==> images/placed.png <==
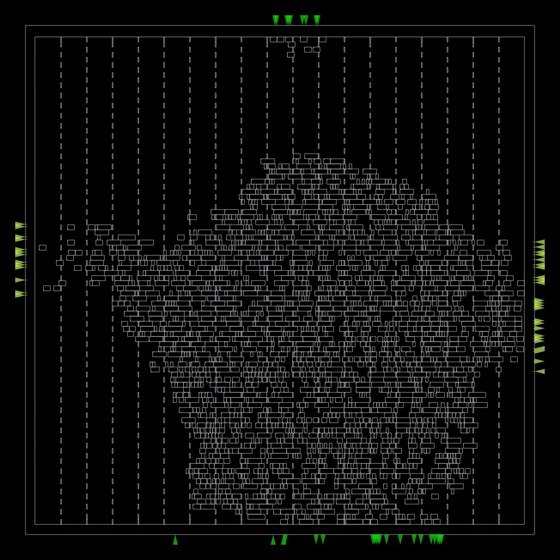
==> images/m3.png <==
Scale bar: 100 µm.
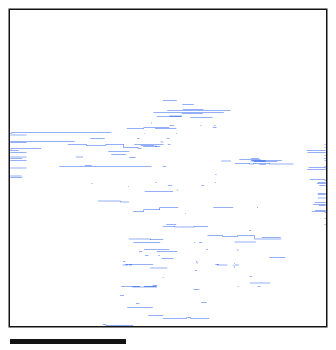
$ cat src/rtl/first_stage_pkg.sv
// Shared Q7.8 word types, product width and saturation limits for the first-stage MAC.
package first_stage_pkg;

  localparam int unsigned Q_W    = 16;
  localparam int unsigned PROD_W = 32;

  typedef logic signed [Q_W-1:0] q78_t;

  localparam q78_t SAT_MAX = 16'sh7FFF;
  localparam q78_t SAT_MIN = 16'sh8000;

endpackage

$ cat src/rtl/first_stage_mac_pipe.sv
// S2/S3 of the first-stage MAC: registered signed product, then accumulate over ELEMENTS terms.
module first_stage_mac_pipe
  import first_stage_pkg::*;
#(
  parameter int unsigned ELEMENTS = 16,
  parameter int unsigned ACC_W    = 40
) (
  input  logic                    clock,
  input  logic                    clear,
  input  logic                    en,
  input  logic                    s1_valid,
  input  q78_t                    s1_a,
  input  q78_t                    s1_b,
  output logic signed [ACC_W-1:0] acc,
  output logic                    sum_done,
  output logic                    pipe_busy_c
);

  localparam int unsigned CNT_W = (ELEMENTS > 1) ? $clog2(ELEMENTS) : 1;
  localparam logic [CNT_W-1:0] LAST_ELEM = CNT_W'(ELEMENTS - 1);

  logic signed [PROD_W-1:0] prod;
  logic                     s2_valid;
  logic [CNT_W-1:0]         elem_cnt;
  logic signed [ACC_W-1:0]  prod_ext;

  assign prod_ext    = ACC_W'(prod);
  assign pipe_busy_c = s2_valid | (elem_cnt != '0);

  // S2: product register
  always_ff @(posedge clock) begin
    if (!clear) begin
      prod     <= '0;
      s2_valid <= 1'b0;
    end else if (en) begin
      prod     <= PROD_W'(s1_a) * PROD_W'(s1_b);
      s2_valid <= s1_valid;
    end
  end

  // S3: first element loads, later elements add; sum_done is a one-cycle strobe even under stall
  always_ff @(posedge clock) begin
    if (!clear) begin
      acc      <= '0;
      elem_cnt <= '0;
      sum_done <= 1'b0;
    end else begin
      sum_done <= en && s2_valid && (elem_cnt == LAST_ELEM);
      if (en && s2_valid) begin
        acc      <= (elem_cnt == '0) ? prod_ext : acc + prod_ext;
        elem_cnt <= (elem_cnt == LAST_ELEM) ? '0 : elem_cnt + CNT_W'(1);
      end
    end
  end

endmodule

$ cat src/rtl/first_stage_mac_accumulator.sv
// First-stage MAC: operand delay line, S1 sample, MAC pipe, S4 rescale/saturate, valid/ready output.
// Define FIRST_STAGE_RELU_EN to clamp negative results to zero.
module first_stage_mac_accumulator
  import first_stage_pkg::*;
#(
  parameter int unsigned ELEMENTS    = 16,
  parameter int unsigned MEM_LATENCY = 1,
  parameter int unsigned FRAC_BITS   = 8,
  parameter int unsigned ACC_W       = 40
) (
  input  logic           clock,
  input  logic           clear,
  input  logic           en,
  input  logic           input_address_ready,
  input  logic [Q_W-1:0] input_data,
  input  logic [Q_W-1:0] b_element,
  output logic [Q_W-1:0] result,
  output logic           result_valid,
  input  logic           result_ready,
  output logic [9:0]     result_index,
  output logic           overrun,
  output logic           busy
);

  localparam int unsigned IDX_W = 10;
  localparam logic signed [ACC_W-1:0] MAX_EXT = ACC_W'(SAT_MAX);
  localparam logic signed [ACC_W-1:0] MIN_EXT = ACC_W'(SAT_MIN);

  logic [MEM_LATENCY-1:0]  addr_dly;
  logic [MEM_LATENCY:0]    addr_dly_in;
  logic                    s1_valid;
  q78_t                    s1_a;
  q78_t                    s1_b;
  logic signed [ACC_W-1:0] acc;
  logic                    sum_done;
  logic                    pipe_busy_c;

  assign addr_dly_in = {addr_dly, input_address_ready};

  // Ready pulses travel alongside the memory read; operands are sampled at the tap
  always_ff @(posedge clock) begin
    if (!clear) begin
      addr_dly <= '0;
      s1_valid <= 1'b0;
      s1_a     <= '0;
      s1_b     <= '0;
    end else if (en) begin
      addr_dly <= addr_dly_in[MEM_LATENCY-1:0];
      s1_valid <= addr_dly[MEM_LATENCY-1];
      s1_a     <= q78_t'(input_data);
      s1_b     <= q78_t'(b_element);
    end
  end

  first_stage_mac_pipe #(
    .ELEMENTS (ELEMENTS),
    .ACC_W    (ACC_W)
  ) u_pipe (
    .clock       (clock),
    .clear       (clear),
    .en          (en),
    .s1_valid    (s1_valid),
    .s1_a        (s1_a),
    .s1_b        (s1_b),
    .acc         (acc),
    .sum_done    (sum_done),
    .pipe_busy_c (pipe_busy_c)
  );

  assign busy = (|addr_dly) | s1_valid | pipe_busy_c;

  logic signed [ACC_W-1:0] scaled;
  q78_t                    sat_val;
  q78_t                    out_val;

  // S4: floor-rescale back to Q7.8 and clamp to the 16-bit range
  always_comb begin
    scaled  = acc >>> FRAC_BITS;
    sat_val = q78_t'(scaled[Q_W-1:0]);
    if (scaled > MAX_EXT) begin
      sat_val = SAT_MAX;
    end else if (scaled < MIN_EXT) begin
      sat_val = SAT_MIN;
    end
`ifdef FIRST_STAGE_RELU_EN
    out_val = sat_val[Q_W-1] ? q78_t'(0) : sat_val;
`else
    out_val = sat_val;
`endif
  end

  logic             accept;
  logic             load_sum;
  logic [Q_W-1:0]   result_n;
  logic             valid_n;
  logic [IDX_W-1:0] index_n;
  logic             overrun_n;

  // Output handshake: a completed sum loads unless an unconsumed result is being held
  always_comb begin
    accept    = result_valid && result_ready;
    load_sum  = sum_done && (!result_valid || result_ready);
    result_n  = result;
    valid_n   = result_valid;
    index_n   = result_index;
    overrun_n = overrun;
    if (accept) begin
      valid_n = 1'b0;
      index_n = result_index + IDX_W'(1);
    end
    if (load_sum) begin
      result_n = out_val;
      valid_n  = 1'b1;
    end
    if (sum_done && !load_sum) begin
      overrun_n = 1'b1;
    end
  end

  always_ff @(posedge clock) begin
    if (!clear) begin
      result       <= '0;
      result_valid <= 1'b0;
      result_index <= '0;
      overrun      <= 1'b0;
    end else begin
      result       <= result_n;
      result_valid <= valid_n;
      result_index <= index_n;
      overrun      <= overrun_n;
    end
  end

endmodule

$ cat config.mk
export PLATFORM = sky130hd
export DESIGN_NAME = first_stage_mac_accumulator
export DESIGN_NICKNAME = d
export VERILOG_FILES = /design/src/rtl/first_stage_pkg.sv /design/src/rtl/first_stage_mac_pipe.sv /design/src/rtl/first_stage_mac_accumulator.sv
export SDC_FILE = /design/constraint.sdc
export NUM_CORES = 1
export LEC_CHECK = 0
export CORE_MARGIN = 5
export CORE_UTILIZATION = 25
export DETAILED_ROUTE_END_ITERATION = 7
export RECOVER_POWER = 50
export SLEW_MARGIN = 20
export SYNTH_ARGS = -nofsm -noshare
export SYNTH_HDL_FRONTEND = slang
export SYNTH_SLANG_ARGS = --single-unit
$ cat constraint.sdc
create_clock -name clock -period 8.1 [get_ports clock]
set_clock_uncertainty 0.05 [all_clocks]
set_input_delay 1.62 -clock clock [delete_from_list [all_inputs] [get_ports clock]]
set_output_delay 1.62 -clock clock [all_outputs]
set_load 0.01 [all_outputs]
==> tab_implementation.tex <==
% Auto-generated results table
\begin{tabular}{lr}
\hline
Metric & Value \\
\hline
\multicolumn{2}{l}{\textbf{Setup path}} \\
\quad Slowest CP cell & sky130\_fd\_sc\_hd\_\_fa\_1 \\
\quad Startpoint of the most critical setup path & s1\_b[2] \\
\quad Endpoint of the most critical register-to-register path & u\_pipe.prod[31] \\
\quad Critical path buffers and inverters & 3 \\
\quad R2r worst-path depth & 20 \\
\quad Setup crit start kind & flip-flop \\
\quad Kind of capture point of the worst setup path & flip-flop \\
\quad Dominant delay contributor by cell family on the critical path & adder cells \\
\multicolumn{2}{l}{\textbf{Synth}} \\
\quad Share of synthesized cell area in full adder, half adder and majority cells & 0.395 \\
\quad Count of mapped cells out of synthesis & 2,006 \\
\quad Post-synth design cell area & 17,300 µm² \\
\quad Most frequent cell after synthesis & sky130\_fd\_sc\_hd\_\_inv\_1 \\
\quad Top area cell types & sky130\_fd\_sc\_hd\_\_fa\_1 (31\%), sky130\_fd\_sc\_hd\_\_dfxtp\_1 (16\%), sky130\_fd\_sc\_hd\_\_ha\_1 (9.0\%), sky130\_fd\_sc\_hd\_\_inv\_1 (7.5\%), sky130\_fd\_sc\_hd\_\_nand2\_1 (4.7\%) \\
\quad Primary FF master, synth & sky130\_fd\_sc\_hd\_\_dfxtp\_1 \\
\quad Area share of and/or/nand/nor cells after synthesis & 0.164 \\
\quad Share of the synthesized area in the top cell type & 0.305 \\
\quad Seq/Total Area, Yosys & 0.162 \\
\multicolumn{2}{l}{\textbf{Global route}} \\
\quad Wire length of the first global-routing pass & 69,700 µm \\
\quad Sum of overflow across all layers after global routing & 0 \\
\quad GR Util met1 & 0.149 \\
\quad Met2 demand-to-capacity share in global routing & 0.194 \\
\multicolumn{2}{l}{\textbf{Final layout}} \\
\quad Total non-filler cell area in the finished layout & 19,300 µm² \\
\quad Total area of multi-input combinational cells & between 10,000 and 15,000 µm² \\
\quad Number of buffers other than clock buffers in the final layout & $\sim$74 \\
\quad Flops & approximately 140 \\
\quad Clock-cell share of area & 0.0297 \\
\quad Post-layout nets & 2,440 \\
\quad Non-Clock Buffer Area Fraction & 0.0366 \\
\quad Area added between synthesis and finish & 12.1\% \\
\quad Most frequent cells in the layout & sky130\_fd\_sc\_hd\_\_inv\_1 (342), sky130\_fd\_sc\_hd\_\_fa\_1 (263), sky130\_fd\_sc\_hd\_\_nand2\_1 (218) \\
\quad Max reg flops & 40 \\
\quad Layout multi-input combinational cell count & 1,438 \\
\quad Antenna Diode Count & 1 \\
\quad Most frequent standard cell in the layout excluding fill and tap cells & sky130\_fd\_sc\_hd\_\_inv\_1 \\
\multicolumn{2}{l}{\textbf{Routing}} \\
\quad Starting DRC count in detailed routing & 568 \\
\quad Drt pass-1 iters & 5 \\
\quad Met2 WL & 20,000 µm \\
\quad Via density per instance & 4.54 \\
\multicolumn{2}{l}{\textbf{STA}} \\
\quad Worst Tran Pin Value & $\sim$2600 ps \\
\quad Setup repair after global routing missed its margin & false \\
\quad Period utilisation layout & 0.839 \\
\quad Final hold viol count & 0 \\
\quad Final tally of max-slew violations & 103 \\
\quad Worst Setup Slack, final & between 1000 and 1500 ps \\
\multicolumn{2}{l}{\textbf{CTS}} \\
\quad Hold-fix buffers, CTS & 0 \\
\quad Post-cts sizing count & 0 \\
\quad CTS H-tree lvls & 4 \\
\quad Clk latency late pin & 480 ps \\
\quad Clock transition at path regs & roughly 70 ps \\
\quad Clock tree from TritonCTS & done \\
\quad Bufs on Longest Clock Path & 2 \\
\multicolumn{2}{l}{\textbf{Pwr}} \\
\quad Post-layout power & 0.00245 W \\
\quad Net Sw Power & around 0.00093 W \\
\quad Flop pwr share & 0.332 \\
\quad Group drawing the most power & combinational logic \\
\quad Share of total power in the clock network & 0.331 \\
\quad Seq. pwr & 0.000813 W \\
\multicolumn{2}{l}{\textbf{Flow run}} \\
\quad Tally of max-capacitance violations & 2 \\
\quad Log Warnings & 27 \\
\multicolumn{2}{l}{\textbf{Die}} \\
\quad Die outline height & roughly 270 µm \\
\quad Ports & 66 \\
\quad Width of the die & around 270 µm \\
\multicolumn{2}{l}{\textbf{Status}} \\
\quad Status & finished with violations \\
\quad Failing checks & max-capacitance violations, max-slew violations \\
\multicolumn{2}{l}{\textbf{Place}} \\
\quad Final GP Congestion & 0.830 \\
\quad Area post-placement & 18,800 µm² \\
\hline
\end{tabular}
About placed.png:
utilization of the core after routing: 0.282
filler-free cell count of the finished design: 2,912
well tap count: 882

About m3.png:
nets with wire on the layer: 99
wire length on this layer: 1,820 µm
GR Util met3: 0.0236
total number of vias: 13,200

No activity file was given, so power comes from the tool's default toggle rates.
